Design ula_sequencer_flat, sky130hd; sources not shown.
**Run 1: signal wires by layer**

(4 px per um)
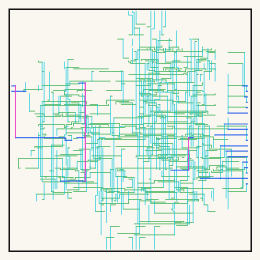
metal 1 -> green  # wire length 1410 um
metal 3 -> blue  # wire length 91.5 um
metal 2 -> cyan  # wire length 1480 um
metal 4 -> magenta  # wire length 45.6 um
routed vias: 1167
routed length per instance: 14.0 um
overall routing resource usage: 18.1%

**Run 1: the clock network**

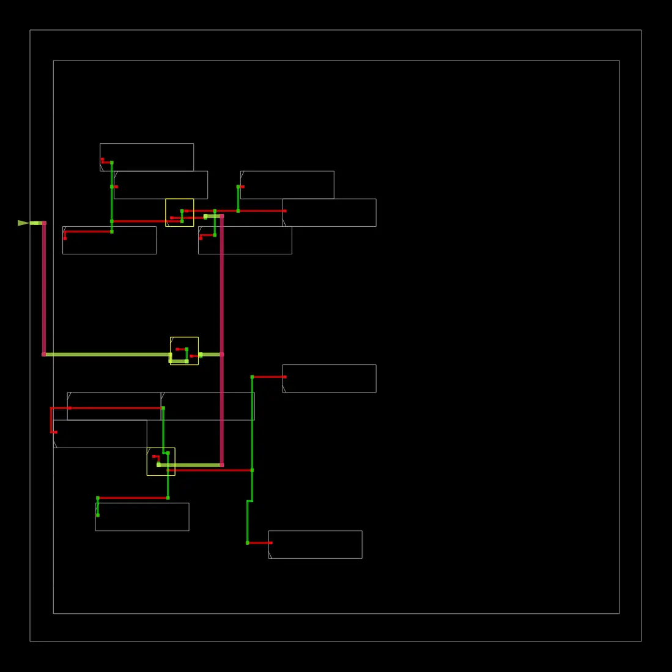
TritonCTS Sinks: 12
number of buffers created by CTS: 3
final setup skew: 0.00761 ns
number of sequential storage elements: 12

**Run 1: ports around the boundary**

(6 px per um) Pins as bars across the die edge, other pins in gray.
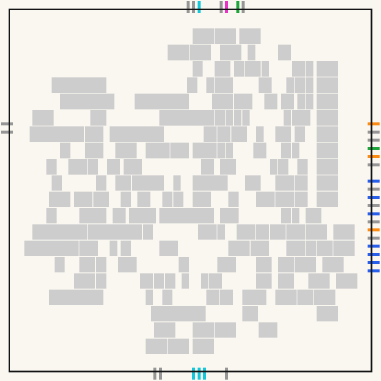
ula_op -> orange  # pins 3, direction output, edge east
pc_write -> magenta  # pins 1, direction output, edge north
opcode -> blue  # pins 7, direction input, edge east
state -> cyan  # pins 4, direction output, edge 3 south, 1 north
wb_sel -> green  # pins 2, direction output, edge 1 east, 1 north
all pins by edge = 18 east, 7 north, 6 south, 2 west
y dimension of the die: 60.1 um
total of buffers placed on input and output ports: 32
Chip Width: 60.1 um

==> notes.md, run 1 <==
run metrics: unrepaired setup endpoints after global routing no, Die Outline Area 0.00362 mm^2, buffer cell driving the clock tree root clkbuf_4, biggest area consumer among synthesized cells dfrtp_1, classification of the worst setup path input port to output pin, total core area 0.00303 mm^2, cell repeated most along the worst path dlygate4sd3_1, period utilization 89.9%, flip-flop count of the largest register, all copies and words added 8, power density over the cells 394 mW/mm^2, clock insertion delay at the later pin of the skew report 0.28 ns, synthesized net count 158, proportion of register bits with asynchronous set or reset after synthesis 100%, Synth top cell by count dfrtp_1, setup violation total in the final timing report 0, Max transition margin 45.8%, Max Clock Freq 189 MHz, number of iterations in the first detailed-routing pass 4, DR vias/cell 5.40, synthesis-stage register bit count 12, Synth Warn # 0, part of the Yosys area used for sequential elements 23.8%, Layout Area Growth over Synthesis 21.3%, drc violations 0, chip area estimate from yosys synthesis 0.00126 mm^2, Dominant Register Cell dfrtp_1, CTS max path bufs 2, type of element launching the critical path input port, count of different cell masters after synthesis 54, NumNets Final 187, worst path arrival time 3.53 ns, yosys cell count 145, Hold Path Cell Cnt 2, CP peak stage delay 0.57 ns, path length in cells of the critical path 6, slew at the pin with the worst max-slew slack 0.802 ns, maximum net fanout on the critical path 11, placer congestion estimate 0.930, cells on worst reg2reg path 6, I/O pin count 33, Max-cap violations 0, post-layout utilization of the core 50.5%, TritonCTS clock tree done, Iter 0 DRT Violations 39, Post-Syn Instances 145, top cells, area dfrtp_1, nor3_2, xnor2_1, via count of the first global-routing pass 1106, placement row count 20, Post-CTS Hold Fix Bufs 0, total negative setup slack 0 ns, reported leakage power 0.000609 uW, cell with the biggest individual delay on the critical path dlygate4sd3_1, # fillers 312, status finished, final reports clean, Flop area 300 um^2, number of warning messages in the logs 26, worst endpoint required time 4.13 ns, average cell area after synthesis 8.69 um^2, max-slew violation count 0, Overflow after GRT 0, post-CTS repair timing setup buffer count 0
==> run 1: per-layer routing <==
metal	share of wire, %	up-vias	track usage (%)
li1	-	589	-
met2	49	25	30.3
met4	1.5	0	6.35
met1	47	546	23.6
met5	0	-	0
met3	3.0	7	2.38
==> run 1: worst reg2reg max path: stages (launching register included) <==
cell and delay [ns]:
dfrtp_1 0.64, nor4b_1 0.82, a31oi_1 0.33, o311ai_0 0.66, xnor2_1 0.24, nand2_4 0.13, nor3_1 0.23
==> run 1: report_power, final <==
group	switching (uW)	leakage [uW]	internal [uW]
Sequential	64.2	0.000163	96.7
Combinational	197	0.000432	193
Clock	27.0	0.0000138	23.7
Total	288	0.000609	313
==> run 1: layout make-up <==
class,instances,area share [%]
multi-input combinational,117,52.1
timing repair buffer,33,21.5
sequential,12,19.7
tap,44,3.60
inverter,7,1.72
clock buffer,3,1.47
==> run 1: cells in the final DEF (no fill, tap or decap), types with 2 or more instances in the layout <==
| master | count |
|---|---|
| nand2b_1 | 5 |
| nor2_1 | 10 |
| nor3_2 | 2 |
| nand2_1 | 7 |
| a211oi_1 | 2 |
| dfrtp_1 | 12 |
| nor3_1 | 12 |
| and3_1 | 5 |
| xor2_1 | 4 |
| a211o_1 | 3 |
| nand3b_1 | 3 |
| nor4b_1 | 2 |
| dlygate4sd3_1 | 21 |
| clkdlybuf4s50_1 | 11 |
| nand3_1 | 7 |
| a21oi_1 | 5 |
| xnor2_1 | 6 |
| o31ai_1 | 2 |
| nor2b_1 | 4 |
| o21ai_0 | 5 |
| inv_1 | 7 |
| clkbuf_4 | 3 |
| or2b_1 | 4 |
==> run 1: stage by stage <==
step / power [uW] / cell area [um^2] / hold slack [ns] / cells / worst slack, ns
finish: 602 / 1530 / 0.612 / 216 / 0.596
detailed placement: 629 / 1590 / 0.599 / 213 / 0.733
CTS: 681 / 1610 / 0.618 / 216 / 0.722
floorplan: 470 / 1260 / 0.545 / 145 / 1.57
global route: 660 / 1530 / 0.665 / 216 / 0.487
global placement: 622 / 1590 / 0.571 / 213 / 0.750
==> run 1: logic make-up (layout without fill, tap and decap cells) <==
logic type | after synthesis | count (layout) | synth area share [%]
simple gates | 71 | 71 | 37.6
compound gates | 33 | 33 | 22.6
buf+inv | 16 | 43 | 6.26
flops | 12 | 12 | 23.8
xor+xnor | 10 | 10 | 6.95
mux | 2 | 2 | 1.69
fa+ha+maj | 1 | 1 | 0.993
**Run 1: placed cells, one color a class**

(4 px per um)
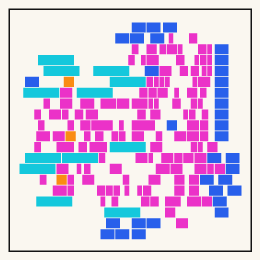

--- run 2 (diff from run 1) ---
CAP_MARGIN = 0   (was unset)
CORE_UTILIZATION = 24   (was 40)
PLACE_DENSITY = 0.52   (was 0.75)
**Run 2: placed cells, one color a class**

(4 px per um)
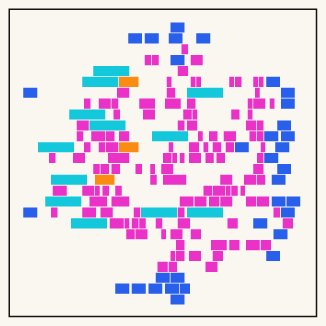
clock drivers -> orange  # cells 3, share of their area 2.8%
combinational and other logic -> magenta  # cells 124, share of their area 55%
sequential cells -> cyan  # cells 12, share of their area 20%
remaining buffers and delay cells -> blue  # cells 33, share of their area 22%
total core area: 0.00507 mm^2
cell area after layout: 0.00158 mm^2
post-layout utilization of the core: 31.2%
placement row count: 26
proportion of cell area occupied by registers: 19.0%

==> run 2 against run 1 <==
Effect of this change: worst hold slack lost 0.0087 ns; global-route usage shrank 6.2 points; fmax grew 1.9%; synthesized cell count is the same; worst setup slack gained 0.10 ns; clock power grew 49%; highest routed layer unchanged.
==> notes.md, run 2 <==
run metrics: worst path arrival time 3.43 ns, WL final 3340 um, post-CTS repair timing setup buffer count 0, R2R setup slack 2.76 ns, number of warning messages in the logs 26, clock-pin slew reported for the worst setup and hold paths after clock tree synthesis 0.05 ns, setup violation total in the final timing report 0, buffer cell driving the clock tree root clkbuf_8, Hold Path Cell Cnt 2, Inserted Diodes 0, NumNets Final 187, Max transition margin 42.2%, total negative setup slack 0 ns, fin crit period 5.20 ns, Die Outline Area 0.00585 mm^2, proportion of register bits with asynchronous set or reset after synthesis 100%, CTS resizes 0, adder-cell share of the synthesized area 0.993%, overall routing resource usage 11.9%, fraction of synthesized area in multiplexers 1.69%, power density over the cells 401 mW/mm^2, synthesized net count 158, met3 routed wirelength 152 um, post-synthesis share of cell area spent on and-or and or-and gates 22.6%, routed length per instance 13.8 um, Layout Area Growth over Synthesis 25.7%, HP Class register to register, Psw 302 uW, average cell area after synthesis 8.69 um^2, top routing layer in use met4, synthesis-stage register bit count 12, unrepaired setup endpoints after global routing no, Max Clock Freq 192 MHz, number of buffers created by CTS 3, Synth top cell by count dfrtp_1, flip-flop count of the largest register, all copies and words added 8, top comb family, area simple AND/OR/NAND/NOR gates, Overflow after GRT 0, yosys cell count 145, TritonCTS Sinks 12, area of the mapped netlist 0.00126 mm^2, Post-CTS Hold Fix Bufs 0, hold violation count in the final report 0, most frequent standard cell in the layout excluding fill and tap cells dlygate4sd3_1, xor/xnor share 6.95%, biggest area consumer among synthesized cells dfrtp_1, status finished, final reports clean, top cells, area dfrtp_1, nor3_2, xnor2_1, Max-cap violations 0, placer congestion estimate 0.798, part of the Yosys area used for sequential elements 23.8%, remaining antenna violation count 0, slew at the pin with the worst max-slew slack 0.845 ns, reported leakage power 0.000620 uW, chip area estimate from yosys synthesis 0.00126 mm^2, largest net degree at the start of global routing 25, routed vias 1197, drc violations 0, routed length on met2 1540 um, commonest cells after routing, fill and taps aside dlygate4sd3_1, clkdlybuf4s50_1, dfrtp_1, nor3_1, nor2_1, wire length of the first global-routing pass 5770 um, top-area cell type share of the netlist area 23.8%, count of different cell masters after synthesis 54, total of buffers placed on input and output ports 32, fraction of final layout cells with drive strength greater than 1 8.72%, Synth Warn # 0, total power 636 uW, standard cell area after detailed placement 0.00162 mm^2, Post-Syn Instances 145, endpoint kind of the worst setup timing path output pin, max-slew violation count 0, TritonCTS clock tree done, CTS max path bufs 2, maximum ir drop on the vdd rail 0.135 mV, I/O pin count 33, synth cell count leaders dfrtp_1, nor2_1, nor3_2, detailed-route wire length on metal 1 1570 um, DR vias/cell 4.95, cells on worst reg2reg path 6, share of total power in combinational logic 62.3%, Iter 0 DRT Violations 44, Chip Width 76.5 um, sw frac 47.4%, starting density of the core 24.8%, CTS H-tree lvls 1, portion of total power attributed to the clock network 11.9%, antenna violations before repair 0, maximum net fanout on the critical path 11, classification of the worst setup path input port to output pin, type of element launching the critical path input port, worst endpoint required time 4.13 ns, sequential cell fraction of total power 25.8%, via count of the first global-routing pass 1205, post-detailed-placement half-perimeter wirelength 2490 um, y dimension of the die 76.5 um, flip-flops with a built-in enable 0, period utilization 88.2%, final setup skew 0.00180 ns, Dominant Register Cell dfrtp_1, post-synthesis simple-gate area fraction 37.6%, clock insertion delay at the later pin of the skew report 0.24 ns, number of iterations in the first detailed-routing pass 4, internal power of the cells 334 uW
==> run 2: cell count changes in the layout (fill, tap and decap cells not counted) <==
cell | before | now
dlygate4sd3_1 | 21 | 20
clkbuf_8 | 0 | 3
clkdlybuf4s50_1 | 11 | 12
nor3_2 | 2 | 3
nor3_1 | 12 | 11
clkbuf_4 | 3 | 0
==> run 2: power by group through the flow <==
stage	Sequential (uW)	Combinational, uW	Clock [uW]
5_1_grt	173	438	80.9
3_5_place_dp	173	469	0
6_report	164	396	75.5
3_3_place_gp	175	472	0
2_1_floorplan	116	353	0
4_1_cts	171	474	78.2
==> run 2: per-layer routing <==
metal  GRT usage [%]  vias to the layer above
met3            2.25                        7
met1            15.5                      570
li1                -                      588
met4            4.55                        0
met2            19.5                       32
met5               0                        -
==> run 2: stage by stage <==
stage / hold WS [ns] / setup WS (ns) / instances
global route: 0.622 / 0.598 / 242
finish: 0.603 / 0.696 / 242
global placement: 0.580 / 0.759 / 239
CTS: 0.601 / 0.737 / 242
detailed placement: 0.588 / 0.741 / 239
floorplan: 0.545 / 1.57 / 145
==> run 2: cell families (layout without fill, tap and decap cells) <==
kind of cell / Yosys count / after routing
AND-OR/OR-AND: 33 / 33
XOR/XNOR: 10 / 10
adder cells (fa/ha/maj): 1 / 1
buffers and inverters: 16 / 43
flip-flops: 12 / 12
multiplexers: 2 / 2
AND/OR/NAND/NOR: 71 / 71
==> run 2: final cells by class <==
cell class,instances,area [um^2]
sequential,12,300
clock buffer,3,41.3
tap,70,87.6
fill,572,3490
timing repair buffer,33,328
inverter,7,26.3
multi-input combinational,117,801
==> run 2: worst max-delay path, stage by stage <==
cell and delay (ns):
clkdlybuf4s50_1 0.45, buf_4 0.18, inv_1 0.09, o31ai_1 0.20
a31o_2 0.17, dlygate4sd3_1 0.57
Power figures rest on the tool's default switching activity, not on a simulated workload.
